Figure 1. Wire density map.
The bar under the picture is 50 µm long. 33 x 33 tiles, from dark blue (low) to red (high), scaled to the fullest tile. Values are wire area over tile area, all layers added.
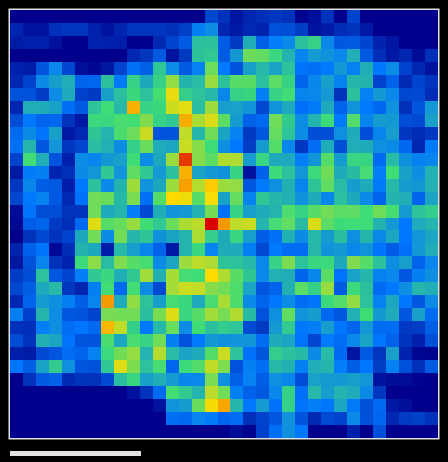
Figure 2. Placed cells, one colour a class.
The bar under the picture is 50 µm long.
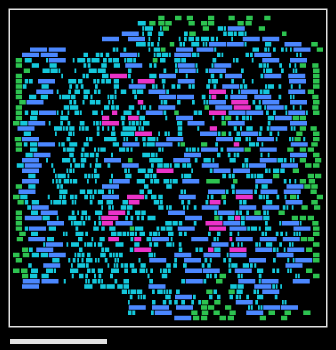
Figure 3. Track usage over the die.
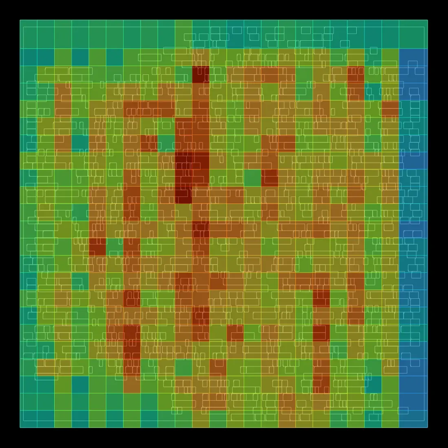
Figure 4. Gate families picked out.
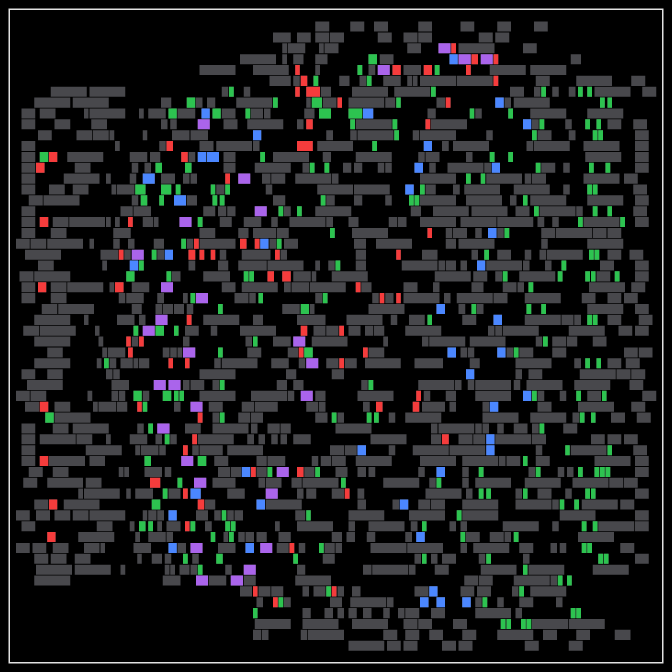
## src/rtl/useq_divider_pkg.sv

```systemverilog
// Shared ALU arithmetic definitions for the iterative divider.
// Holds the divider state encoding, the divide-by-zero quotient fill bit and
// the parameter legality check used at elaboration.
package useq_divider_pkg;

  typedef enum logic [1:0] {
    IDLE = 2'b00,
    CALC = 2'b01,
    DONE = 2'b10
  } div_state_e;

  // Divide-by-zero quotient is all ones; replicate this bit to WIDTH.
  localparam logic DBZ_QUOTIENT_BIT = 1'b1;

  // WIDTH must be >= 2 and split evenly into STEPS_PER_CYCLE-wide chunks.
  function automatic bit div_cfg_ok(input int unsigned width,
                                    input int unsigned steps);
    return (width >= 2) && (steps >= 1) && (steps <= width) &&
           ((width % steps) == 0);
  endfunction

endpackage

```

## src/rtl/useq_divider_step.sv

```systemverilog
// One combinational restoring-division step.
// Ports:
//   rem_in  - partial remainder entering the step (must be < divisor)
//   dvd_bit - next dividend bit, shifted into the remainder LSB
//   divisor - divisor (non-zero)
//   rem_out - partial remainder after the trial subtraction
//   q_bit   - quotient bit produced by this step
module udiv_step #(
  parameter int unsigned WIDTH = 32
) (
  input  logic [WIDTH-1:0] rem_in,
  input  logic             dvd_bit,
  input  logic [WIDTH-1:0] divisor,
  output logic [WIDTH-1:0] rem_out,
  output logic             q_bit
);

  logic [WIDTH:0] diff;

  // WIDTH+1-bit trial subtract. Because rem_in < divisor, the shifted value is
  // below 2*divisor, so diff[WIDTH] is set exactly when the subtract borrows.
  assign diff    = {rem_in, dvd_bit} - {1'b0, divisor};
  assign q_bit   = ~diff[WIDTH];
  assign rem_out = diff[WIDTH] ? {rem_in[WIDTH-2:0], dvd_bit} : diff[WIDTH-1:0];

endmodule

```

## src/rtl/useq_divider.sv

```systemverilog
// Iterative radix-2 restoring unsigned divider with valid/ready handshakes.
// Ports:
//   clk, rst_n                  - clock, async active-low reset
//   start_valid/start_ready     - operand handshake (ready only in IDLE)
//   dividend, divisor           - operands, sampled on accept
//   abort                       - synchronous cancel back to IDLE
//   result_valid/result_ready   - result handshake (valid only in DONE)
//   quotient, remainder         - result, updated only on entry to DONE
//   div_by_zero                 - accepted divisor was zero
//   busy                        - high in CALC or DONE
module useq_divider
  import useq_divider_pkg::*;
#(
  parameter int unsigned WIDTH           = 32,
  parameter int unsigned STEPS_PER_CYCLE = 1
) (
  input  logic             clk,
  input  logic             rst_n,
  input  logic             start_valid,
  output logic             start_ready,
  input  logic [WIDTH-1:0] dividend,
  input  logic [WIDTH-1:0] divisor,
  input  logic             abort,
  output logic             result_valid,
  input  logic             result_ready,
  output logic [WIDTH-1:0] quotient,
  output logic [WIDTH-1:0] remainder,
  output logic             div_by_zero,
  output logic             busy
);

  localparam int unsigned N  = WIDTH / STEPS_PER_CYCLE;
  localparam int unsigned CW = $clog2(N) + 1;
  localparam logic [CW-1:0] N_LOAD = CW'(N);

  if (!div_cfg_ok(WIDTH, STEPS_PER_CYCLE)) begin : g_bad_cfg
    $error("useq_divider: WIDTH must be >= 2 and a multiple of STEPS_PER_CYCLE");
  end

  div_state_e       state_q, state_d;
  logic [CW-1:0]    cnt_q, cnt_d;
  logic [WIDTH-1:0] rem_q, rem_d;
  logic [WIDTH-1:0] dvd_q, dvd_d;   // dividend bits out of MSB, quotient bits into LSB
  logic [WIDTH-1:0] dvs_q, dvs_d;
  logic [WIDTH-1:0] quotient_q, quotient_d;
  logic [WIDTH-1:0] remainder_q, remainder_d;
  logic             dbz_q, dbz_d;

  logic [WIDTH-1:0]           rem_chain [STEPS_PER_CYCLE+1];
  logic [STEPS_PER_CYCLE-1:0] q_bits;
  logic [WIDTH-1:0]           dvd_next;

  assign rem_chain[0] = rem_q;

  for (genvar i = 0; i < STEPS_PER_CYCLE; i++) begin : g_step
    udiv_step #(.WIDTH(WIDTH)) u_step (
      .rem_in  (rem_chain[i]),
      .dvd_bit (dvd_q[WIDTH-1-i]),
      .divisor (dvs_q),
      .rem_out (rem_chain[i+1]),
      .q_bit   (q_bits[STEPS_PER_CYCLE-1-i])
    );
  end

  assign dvd_next = (dvd_q << STEPS_PER_CYCLE) | WIDTH'(q_bits);

  always_comb begin
    state_d     = state_q;
    cnt_d       = cnt_q;
    rem_d       = rem_q;
    dvd_d       = dvd_q;
    dvs_d       = dvs_q;
    quotient_d  = quotient_q;
    remainder_d = remainder_q;
    dbz_d       = dbz_q;
    if (abort) begin
      // Abort outranks every transition, including accept and DONE entry,
      // so a cancelled operation never touches the visible result.
      state_d = IDLE;
    end else begin
      unique case (state_q)
        IDLE: begin
          if (start_valid) begin
            if (divisor == '0) begin
              state_d     = DONE;
              quotient_d  = {WIDTH{DBZ_QUOTIENT_BIT}};
              remainder_d = dividend;
              dbz_d       = 1'b1;
            end else begin
              state_d = CALC;
              cnt_d   = N_LOAD;
              rem_d   = '0;
              dvd_d   = dividend;
              dvs_d   = divisor;
            end
          end
        end
        CALC: begin
          rem_d = rem_chain[STEPS_PER_CYCLE];
          dvd_d = dvd_next;
          cnt_d = cnt_q - CW'(1);
          if (cnt_q == CW'(1)) begin
            state_d     = DONE;
            quotient_d  = dvd_next;
            remainder_d = rem_chain[STEPS_PER_CYCLE];
            dbz_d       = 1'b0;
          end
        end
        DONE: begin
          if (result_ready) state_d = IDLE;
        end
        default: state_d = IDLE;
      endcase
    end
  end

  always_ff @(posedge clk or negedge rst_n) begin
    if (!rst_n) begin
      state_q     <= IDLE;
      cnt_q       <= '0;
      rem_q       <= '0;
      dvd_q       <= '0;
      dvs_q       <= '0;
      quotient_q  <= '0;
      remainder_q <= '0;
      dbz_q       <= 1'b0;
    end else begin
      state_q     <= state_d;
      cnt_q       <= cnt_d;
      rem_q       <= rem_d;
      dvd_q       <= dvd_d;
      dvs_q       <= dvs_d;
      quotient_q  <= quotient_d;
      remainder_q <= remainder_d;
      dbz_q       <= dbz_d;
    end
  end

  assign start_ready  = (state_q == IDLE);
  assign result_valid = (state_q == DONE);
  assign busy         = (state_q == CALC) || (state_q == DONE);
  assign quotient     = quotient_q;
  assign remainder    = remainder_q;
  assign div_by_zero  = dbz_q;

endmodule

```

## config.mk

```make
export PLATFORM = sky130hd
export DESIGN_NAME = useq_divider
export DESIGN_NICKNAME = d
export VERILOG_FILES = /design/src/rtl/useq_divider_pkg.sv /design/src/rtl/useq_divider_step.sv /design/src/rtl/useq_divider.sv
export SDC_FILE = /design/constraint.sdc
export NUM_CORES = 1
export LEC_CHECK = 0
export CELL_PAD_IN_SITES_DETAIL_PLACEMENT = 0
export CELL_PAD_IN_SITES_GLOBAL_PLACEMENT = 2
export CORE_UTILIZATION = 37
export CTS_CLUSTER_DIAMETER = 100
export DETAILED_ROUTE_END_ITERATION = 10
export PLACE_DENSITY_LB_ADDON = 0.3
export SYNTH_ARGS = -nofsm -noshare
export SYNTH_HDL_FRONTEND = slang
export SYNTH_SLANG_ARGS = --single-unit
export TNS_END_PERCENT = 30
```

## constraint.sdc

```tcl
create_clock -name clk -period 5.15 [get_ports clk]
set_input_delay 0.7725 -clock clk [delete_from_list [all_inputs] [get_ports clk]]
set_output_delay 0.7725 -clock clk [all_outputs]
set_load 0.005 [all_outputs]
```

==> reports/qor.csv <==
stage;metric;value;unit
sta;period_needed;4.06;ns
placement;dpl_worst_slack;1.11;ns
power;seq_power_share;28.4;%
yosys;common_cells;nand2_1, dfrtp_1, o21ai_0, a21oi_1, inv_1;
worst_setup_path;crit_top_cell;inv_1;
worst_setup_path;required;5.44;ns
worst_setup_path;cpMaxStageDelayCell;nor2_4;
placement;post_dp_cell_area;11300;µm²
worst_setup_path;cp_max_fo;19;
worst_setup_path;worst_ep_arrival_time;4.35;ns
final_layout;syn_to_final_growth;23.5;%
final_layout;layout-drive-gt1-share;8.33;%
final_layout;fin_cells;1519;
yosys;yosysUniqueCellTypes;64;
power;p_comb;4.83;mW
yosys;ys_cells;1069;
yosys;synthTopCellsByArea;dfrtp_1, o21ai_0, nand2_1, ha_1, mux2i_1;
yosys;synth-main-ff-cell;dfrtp_1;
yosys;ys_seq_share;43.9;%
yosys;ys_async_sr_fraction;100;%
power;switchingPower;3.91;mW
sta;holdWs;0.400;ns
yosys;yosys_warnings;0;
die;fp.dieH;163;µm
sta;fin_setup_tns;0;ns
worst_setup_path;crit_start;dvd_q[31];
worst_hold_path;hp-class;in -> async;
die;pin_count;137;
worst_setup_path;crit_path_start_kind;flop;
die;die_w;163;µm
power;p_int;4.65;mW
placement;gp_congestion;0.837;
detailed_routing;vias_per_cell;5.37;
power;power;8.56;mW
power;ir_worst_vdd;0.317;mV
sta;slew_headroom;40.9;%
sta;slew_violations;0;
job;warning_count;29;
die;initial_core_util;38.0;%
grt;grt_pass1_wl;44300;µm
clock_network;cts_tree;yes;
grt;grt_pass1_vias;7845;
die;coreArea;25300;µm²
grt;grt_max_degree;94;
worst_setup_path;cp-end-kind;flop;
die;dieArea;26700;µm²
placement;dp.cells;1487;
grt;grt_antenna_before_repair;0;
run_status;status;finished clean;
worst_setup_path;crit_buf_inv;2;
worst_setup_path;max_stage_delay;0.57;ns
worst_setup_path;r2r-start;dvd_q[31];
sta;timing.final.crit_share;78.8;%
yosys;floorplan.nets;1176;
job;max_cap_violations;0;
yosys;edf_count;0;
clock_network;clock.latency.late_pin;0.44;ns
sta;setup_viol;0;
detailed_routing;ant_nets;0;
yosys;netlist_area;9620;µm²
sta;skew;0.0111;ns
sta;rsz0062_at_grt;false;
yosys;most_common_cell;nand2_1;
sta;worstMarginPinSlew;0.887;ns
worst_setup_path;crit_type;reg -> reg;
yosys;top_area_share;43.9;%
clock_network;cts_setup_buffers;0;
sta;hold_viol;0;
yosys;synthCells;1069;
power;maxPowerGroup;combinational logic;
detailed_routing;drc;0;
clock_network;cts_buffers;17;
power;p_leak;5.18;nW
placement;port_buffers;136;
clock_network;htree_levels;4;
Notes on Figure 1 above:
nearly empty tiles = 11%
tiles over half the peak = 15%
fullest tile = 0.55
densest ninth of the die = middle
mean over tiles = 0.16
routed via count: 8157
wire per inst: 18.1 µm
total track usage: 21.5%
WL final: 27500 µm

Notes on Figure 2 above:
cyan -> combinational and other logic  # cells 837
green -> other buffers and delay cells  # cells 151
magenta -> clock drivers and dummy loads  # cells 32
blue -> flops  # cells 169
sequential share of cell area: 35.6%
Core Util, Final: 46.9%
Final Cell Area: 11900 µm²

Notes on Figure 3 above:
gr busiest metal: met1
met2 Track Usage GR: 31.6%

Notes on Figure 4 above:
red -> NOR gates  # cells 74
blue -> AND and OR gates  # cells 42
purple -> XOR/XNOR gates  # cells 30
green -> NAND gates  # cells 198, where widely spread

[state kept, by name, indices dropped and copies added (netlist names)]
name / cells
dvd_q: 32
dvs_q: 32
div_by_zero: 1
rem_q: 32
state_q: 2
quotient: 32
remainder: 32
cnt_q: 6
[layout by cell type (no fill, tap or decap), drive strengths merged, types with 8 or more instances in the layout]
cell type,Yosys,routed
a211oi,9,9
mux2,34,34
a21o,12,12
clkdlybuf4s50,0,135
mux2i,42,42
nor4,10,10
a31oi,30,30
nor2,47,47
nor3,15,15
nand2,173,173
and3,17,17
clkbuf,48,17
inv,51,59
a21oi,64,64
o21ai,149,149
xnor2,16,16
buf,15,16
or3,12,12
ha,37,37
nand2b,8,8
a221oi,23,23
xor2,14,14
dfrtp,169,169
[path summary, 6_finish.rpt]
| kind | depth (start not counted) | end | slack (ns) |
|---|---|---|---|
| min | 1 | quotient[7] | 0.40 |
| max reg2reg | 13 | rem_q[19] | 1.09 |
| max in group asynchronous | 2 | quotient[17] | 3.65 |
| min reg2reg | 2 | quotient[3] | 0.47 |
| max | 13 | rem_q[19] | 1.09 |
| min in group clk | 2 | quotient[3] | 0.47 |
[final cells by class]
type,instances,area [µm²],share of cell area [%]
clock inverters,15,171,1.44
clock buffers,17,425,3.58
repair buffers,151,1490,12.5
multi-input cells,786,4970,41.8
inverters,51,191,1.61
flip-flops and latches,169,4230,35.6
well taps,330,413,3.47
[metal layers]
layer  GRT usage (%)  wire [µm]  vias up
met4            4.76        210        0
met1            33.1      14300     3896
met5               0          0        -
li1                -          -     4047
met3            3.05       1400       15
met2            31.6      11600      199
[cells by family after synthesis]
group,count (synthesis),synth area share (%)
fa+ha+maj,38,5.02
buf+inv,114,4.60
simple gates,314,14.7
flops,169,43.9
xor+xnor,30,2.73
mux,76,8.35
compound gates,328,20.7
Power figures rest on the tool's default switching activity, not on a simulated workload.
